==> images/ff_map.png <==
Scale: 6 px per um.
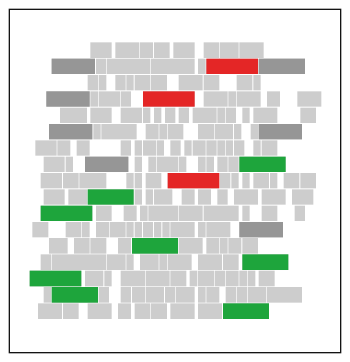
==> images/congestion_map.png <==
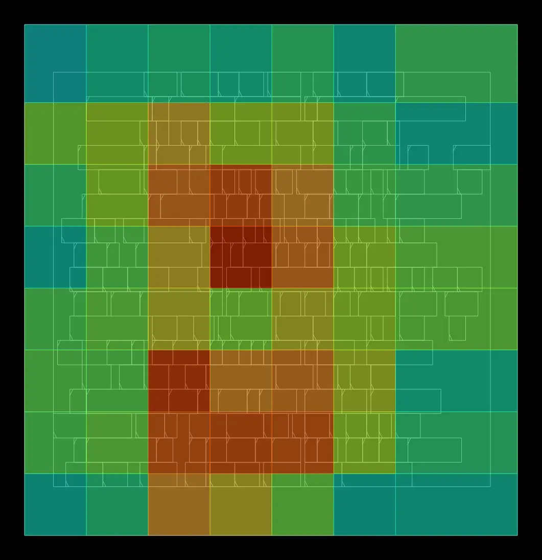
==> images/sizing.png <==
Scale: 8 px per um.
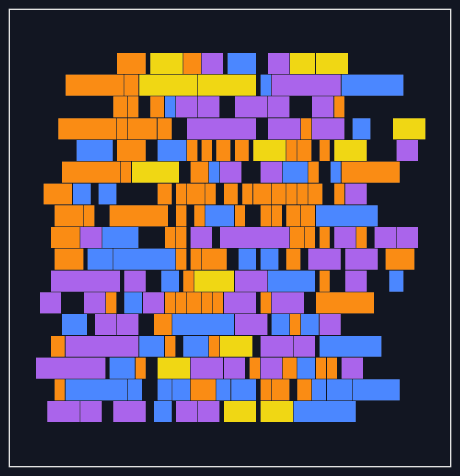
==> images/m2.png <==
Scale: 6 px per um.
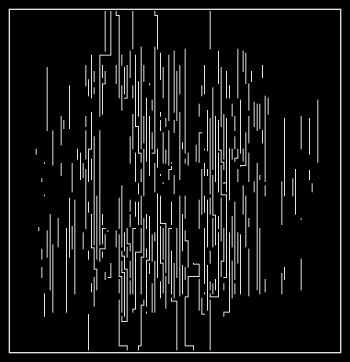
Design xor4_parity_sequencer, sky130hd; sources not shown.
==> flow_metrics.py <==
# Metrics from the implementation run
metrics = {
    "outcome": {
        "violations": "negative setup slack",
        "status": "complete, but fails checks",
    },
    "setup_path": {
        "required_ns": 0.85,
        "worstPathArrival_ns": 1.11,
        "r2r_cells": 8,
        "cp_slowest_stage_delay_ns": 0.38,
        "startpoint_type": "flop",
        "r2r_slack_ns": -0.09,
        "cp_max_fo": 3,
        "cp_common_cell": "inv_2",
        "crit_buf_inv": 3,
        "crit_path_top_delay_cell": "dfxtp_4",
        "cp-end-kind": "output port",
        "cp_cell_sequence": "nor2_4 -> inv_2 -> nor2_8 -> inv_2 -> buf_6",
        "worst-path-stages": 5,
        "cp_top_family": "flip-flops",
        "path_class": "reg -> out",
    },
    "final_timing": {
        "grt_setup_unrepaired": "yes",
        "maxSlewViolCount": 0,
        "layout_min_cycle_time_ns": 1.60,
        "slew_headroom": 0.783,
        "fmax_ghz": 0.626,
        "setup_viol": 14,
        "tightest_slew_ns": 0.324,
        "setup_tns_ns": -1.24,
        "fin_crit_sh": 1.19,
        "finalHoldViolCount": 0,
        "postLayoutSetupSlackWorst_ns": -0.257,
    },
    "cts": {
        "clk_path_buf_depth": 2,
        "numCtsBuffers": 3,
        "cts_tree": "done",
        "cts_sinks": 18,
        "cts.clk_slew.worst_paths_ns": 0.11,
        "ctsHoldBuffers": 0,
        "cts-root-buf": "clkbuf_4",
        "htree_levels": 1,
        "insertion_delay_ns": 0.31,
    },
    "place": {
        "io_buffers": 22,
        "dp_hpwl_um": 1850,
        "place_area_um2": 1410,
        "placed_cells": 208,
        "gp_congestion": 0.830,
    },
    "synth": {
        "ys_sh_xor": 0.0346,
        "syn-instance-count": 142,
        "ys_sh_adder": 0.0123,
        "top_logic_kind": "simple AND/OR/NAND/NOR gates",
        "synthDistinctLibCells": 24,
        "aoi_share": 0.117,
        "syn_area_um2": 1010,
        "floorplan.nets": 152,
        "synthMuxAreaShare": 0,
        "yosys_warnings": 0,
        "ys_cells": 142,
        "ys_ff": 18,
        "yosys.area_share.simple": 0.365,
        "synth_seq_share": 0.356,
        "avgSynthCellArea_um2": 7.14,
        "yosys_area_um2": 1010,
    },
    "power": {
        "p_leak_nw": 0.834,
        "p_per_area_nw_per_um2": 763,
        "vdd_ir_drop_max_v": 0.000719,
    },
    "min_path": {
        "hold_depth": 2,
        "hp-class": "reg -> reg",
    },
    "floorplanning": {
        "pin_count": 23,
        "core_um2": 2250,
        "die_area_um2": 3140,
        "initial_core_util": 0.450,
        "row_count": 17,
        "die_h_um": 57,
        "die_w_um": 55,
    },
    "routing": {
        "postRouteAntennaNets": 0,
        "drt-initial-drc-count": 26,
        "first_pass_iters": 4,
        "via_per_inst": 5.09,
        "drcViolationCount": 0,
    },
    "grt": {
        "grt_pass1_wl_um": 4350,
        "grt_max_degree": 11,
        "antenna_found_initial": 0,
        "grt_pass1_vias": 1056,
        "grt_overflow": 0,
        "use_met3": 0.0261,
    },
    "finish": {
        "layout.filler_cells": 176,
        "largest_register_ffs": 8,
        "nets": 204,
        "fin_area_um2": 1680,
        "layout-drive-gt1-share": 0.549,
        "n_antenna_cell": 0,
        "fin_cells": 221,
    },
    "job": {
        "warnings": 29,
        "cap_violations": 0,
    },
}
## Picture notes: ff_map.png
[odd_count] green | flops: 8
[state] red | flops: 3
not coloured: 7
FF/Latch Area: 388 um^2
utilization after layout: 0.743
sequential power: 0.587 mW
Seq/total area: 0.232

## Picture notes: congestion_map.png
GRT Max-Usage Layer: met2
DR WL/cell: 13.2 um
GRT met1 Usage: 0.234
Total GRT Usage: 0.184

## Picture notes: sizing.png
[x1 and smaller] orange | cells: 87 | share: 45%
[x2] blue | cells: 43 | share: 22%
[x6 and larger] yellow | cells: 14 | share: 7.3%
[x3 and x4] purple | cells: 49 | share: 25%
area grow syn2layout: 65.3%
Non-CTS buffers: 49
Final WS setup: -0.257 ns

## Picture notes: m2.png
nets with wire on the layer: 180
longest straight run: 21.1 um
share of all routed wire: 50%
vias: 1124
final wirelength: 2930 um
met2 Usage GRT: 0.304

[stage by stage]
step	power, mW	worst slack, ns	hold WS, ns
after floorplan	0.779	-0.0145	0.290
after global placement	0.883	-0.409	0.306
after detailed placement	0.890	-0.430	0.317
after CTS	1.26	-0.272	0.333
after global routing	1.34	-0.315	0.364
final	1.28	-0.257	0.329
[what timing repair did]
action,4_1_cts,5_1_grt
setup endpoints to repair,25,20
resized,95,38
setup buffers,4,4
pin swaps,15,23
cloned,1,0
[cell usage after synthesis]
cell	count	area, um^2
nor2_4	3	33.8
buf_6	2	22.5
inv_4	1	6.26
xor2_1	3	26.3
nand2_1	35	131
inv_2	1	3.75
a21oi_1	15	75.1
dfxtp_1	18	360
ha_1	1	12.5
inv_1	21	78.8
nand3_1	11	55.1
a211oi_2	2	25.0
nor2_1	11	41.3
or2_2	1	6.26
nor2_8	1	20.0
buf_2	1	5.00
o21ai_0	2	10.0
o21ai_2	1	8.76
nand3_2	1	10.0
nand4_1	6	37.5
xnor2_1	1	8.76
nor2_2	1	6.26
nand2_2	1	6.26
nand2_4	2	22.5
[metal layers]
metal	part of all wire	wire length (um)
met3	0.053	155
met4	0.024	69
met5	0	0
met2	0.50	1480
met1	0.42	1220
[cell type report]
class	instances	area, um^2	share of cell area
multi-input combinational	99	703	0.420
sequential	18	388	0.232
tap	28	35.0	0.0209
clock buffer	4	36.3	0.0217
inverter	23	104	0.0620
timing repair buffer	49	409	0.244
[worst register-to-register path, cell delays in order (launching register included)]
cell and delay (ns):
dfxtp_2 0.36, buf_6 0.11, nand2_1 0.08, nor2_4 0.11, nand2_2 0.08, nand2_4 0.14
clkinv_8 0.11, o21ai_2 0.14, a21oi_1 0.04
[cells by family after synthesis]
family / Yosys count
buffers and inverters: 26
adders and majority gates: 1
AOI/OAI and AO/OA: 20
DFF: 18
xor gates and xnor gates: 4
and+or+nand+nor: 73
[placed cells by master, fill, tap and decap left out, types with 2 or more instances in the layout]
master,n
a211oi_2,2
dfxtp_4,5
a21oi_1,9
nor2_2,5
nor2_4,5
nand2_1,24
dfxtp_1,6
nand4_1,6
inv_1,17
nand3_2,3
xor2_1,2
nand3_1,9
nand2_4,8
o21ai_2,2
nand2_2,6
buf_6,9
buf_2,5
inv_2,4
dfxtp_2,7
clkdlybuf4s50_1,8
a21oi_2,6
nor2_1,5
buf_4,27
clkbuf_4,3
[power breakdown]
group          total (mW)  switching [mW]  leakage (nW)  internal, mW
clock network       0.363           0.196        0.0210         0.166
registers           0.587          0.0277         0.154         0.559
logic               0.329           0.173         0.659         0.156
Power and IR drop assume default switching activity.
